==> config.mk <==
export PLATFORM = sky130hd
export DESIGN_NAME = conv3x3_relu_pe
export DESIGN_NICKNAME = d
export VERILOG_FILES = /design/src/rtl/conv3x3_relu_pe_pkg.sv /design/src/rtl/conv3x3_relu_pe_requant_relu_sat.sv /design/src/rtl/conv3x3_relu_pe.sv
export SDC_FILE = /design/constraint.sdc
export NUM_CORES = 2
export LEC_CHECK = 0
export ABC_AREA = 1
export CORE_MARGIN = 1
export CORE_UTILIZATION = 45
export DETAILED_ROUTE_END_ITERATION = 10
export REMOVE_ABC_BUFFERS = 1
export SETUP_SLACK_MARGIN = 0.05
export SYNTH_ARGS = -nofsm -noshare
export SYNTH_HDL_FRONTEND = slang
export SYNTH_HIERARCHICAL = 1
export SYNTH_SLANG_ARGS = --single-unit
==> constraint.sdc <==
create_clock -name clk -period 4.5 [get_ports clk]
set_input_delay 0.9 -clock clk [delete_from_list [all_inputs] [get_ports clk]]
set_output_delay 0.9 -clock clk [all_outputs]
set_load 0.03 [all_outputs]
Figure 1. Wire density map.
Scale: 1 px per um. 30 x 30 tiles, from dark purple (low) to yellow (high), scaled to the fullest tile. Values are wire area over tile area, all layers added.
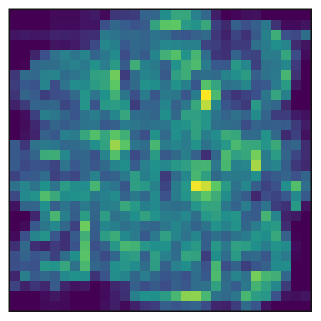
20% of the tiles are over half the peak. 7.4% of the tiles are nearly empty. The mean over all tiles is 0.16. The fullest tile reaches 0.47.
detail-routed net length per standard cell: 14.27 um
vias after detailed routing: 30500
global-route usage over all layers: 0.2192
total wire length: 93000 um

Figure 2. Clock wiring as the flow saved it.
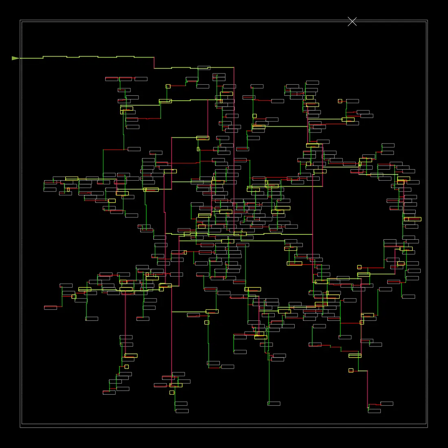
worst clock skew: 19.88 ps
FF+latch count: 341

Figure 3. Cell classes on the final placement.
Scale: 1.5 px per um.
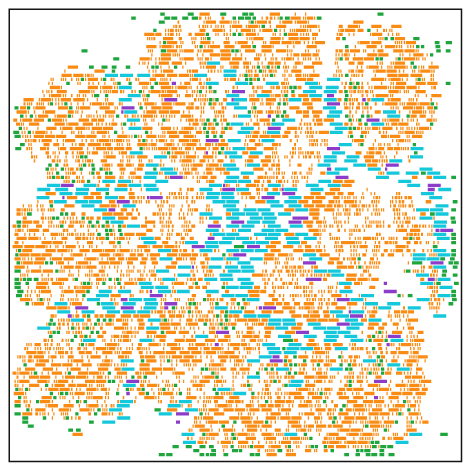
Key: flip-flops = cyan [cells 341, share of their area 19%]; clock drivers and dummy loads = purple [cells 77, share of their area 3.1%]; all other logic = orange [cells 4472, share of their area 69%]; other buffers and delay cells = green [cells 464, share of their area 8.7%]
flip-flop and latch share of the layout cell area: 0.1834
post-route design area: 46540 um2
final core utilization: 0.5266

Figure 4. Signal wires on met3.
Scale: 1 px per um.
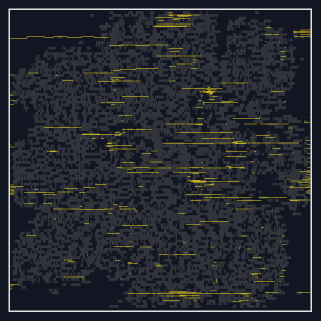
The layer carries 3390 um of wire. 230 nets have wire on it. The longest straight run is 123 um. The layer holds 3.7% of the routed length. The wires run mostly horizontal.
met3 demand-to-capacity share in global routing: 0.02150

==> impl_metrics.json <==
{
  "finalWorstPathRequiredPeriod_ps": 4284,
  "cell_chain_critical_path": "clkdlybuf4s50_1 -> buf_4 -> nand2_1 -> inv_1 -> fa_1 -> inv_1 -> fa_1 -> inv_1 -> fa_1 -> inv_1 -> fa_1 -> inv_1 -> ha_1 -> nand2_1 -> nor2_1 -> nand3_1 -> nand3_1 -> inv_1 -> nand2_1 -> nand2_1",
  "worst_path_largest_cell_delay_ps": 520,
  "drt_drc_violations_left": 2,
  "post_synthesis_cells": 4963,
  "ios": 111,
  "met2_track_demand_over_resource": 0.3763,
  "synthDominantAreaCellType": "fa_1",
  "edf_count": 0,
  "largest_reg_flops": 144,
  "grt_most_used_layer": "met2",
  "use_met1": 0.2997,
  "num_antenna_cells": 0,
  "cellPowerDensity_nw_per_um2": 618.2,
  "failed_checks": "DRC",
  "first_pass_grt_wire_length_um": 158600,
  "placementRows": 109,
  "yosys_cell_types": 45,
  "leakage_uw": 0.02802,
  "die-width_um": 300.6,
  "port-buffer-count": 110,
  "synth.yosys.seq_area_share": 0.2127,
  "fmax_mhz": 233.4,
  "openroad_warnings": 30,
  "met3WireLength_um": 3394,
  "run_status": "complete, but fails checks",
  "crit_top_cell": "inv_1",
  "cts.clk_slew.worst_paths_ps": 60,
  "flop_cell": "dfrtp_1",
  "cp_data_required_time_ps": 4950,
  "worst_slew_margin_rel": 0.1375,
  "dominant_cells_by_area_after_synthesis": "fa_1, dfrtp_1, inv_1",
  "synth.ff_latch_count": 341,
  "top_layer_used": "met4",
  "wl_met1_um": 42870,
  "worstRegToRegCells": 23,
  "timing.final.setup_violations": 0,
  "global_route.overflow_total": 0
}
## per-stage QoR
| stage | power, uW | std cells | worst slack, ps |
|---|---|---|---|
| floorplan | 18490 | 4813 | 63.11 |
| global route | 32220 | 6519 | 30.01 |
| detailed placement | 25060 | 6441 | -629.5 |
| finish | 28770 | 6519 | 216.4 |
| CTS | 28730 | 6518 | 32.13 |
| global placement | 24850 | 6441 | -527.1 |
## power by group
group          switching [uW]  internal (uW)  leakage, uW  total [uW]
sequential                745           3910      0.00450        4660
combinational           12100           8560       0.0228       20700
clock                    1430           2000     0.000673        3430
total                   14300          14500       0.0280       28800
## kinds of logic (layout without fill, tap and decap cells)
kind of cell | after synthesis | after routing | synth area share
AND/OR/NAND/NOR | 1703 | 1703 | 0.1722
buffers and inverters | 1522 | 1913 | 0.1431
adder cells (fa/ha/maj) | 913 | 913 | 0.3939
flip-flops | 341 | 341 | 0.2127
AND-OR/OR-AND | 327 | 327 | 0.04339
XOR/XNOR | 148 | 148 | 0.03232
multiplexers | 8 | 8 | 0.002246
other | 1 | 1 | 0.00009349
## cells in the final DEF, fill, tap and decap left out, types with 16 or more instances in the layout
cell type	netlist	routed
inv_1	1364	1364
nand2_1	1234	1229
fa_1	583	572
buf_4	1	349
dfrtp_1	341	341
ha_1	330	318
nor2_1	218	212
nand3_1	157	155
a21oi_1	126	121
xor2_1	94	92
o21ai_1	75	84
o21ai_0	79	68
clkdlybuf4s50_1	0	65
xnor2_1	54	53
clkbuf_16	0	43
dlymetal6s2s_1	0	43
nand4_1	33	33
or2_2	17	17
o21bai_1	19	16
## final cells by class
class | count | area [um2]
multi-input combinational | 3100 | 26090
clock inverter | 22 | 205.2
sequential | 341 | 8533
fill | 8397 | 41840
clock buffer | 55 | 1191
inverter | 1372 | 5150
timing repair buffer | 464 | 3915
tap | 1165 | 1458
Power figures rest on the tool's default switching activity, not on a simulated workload.
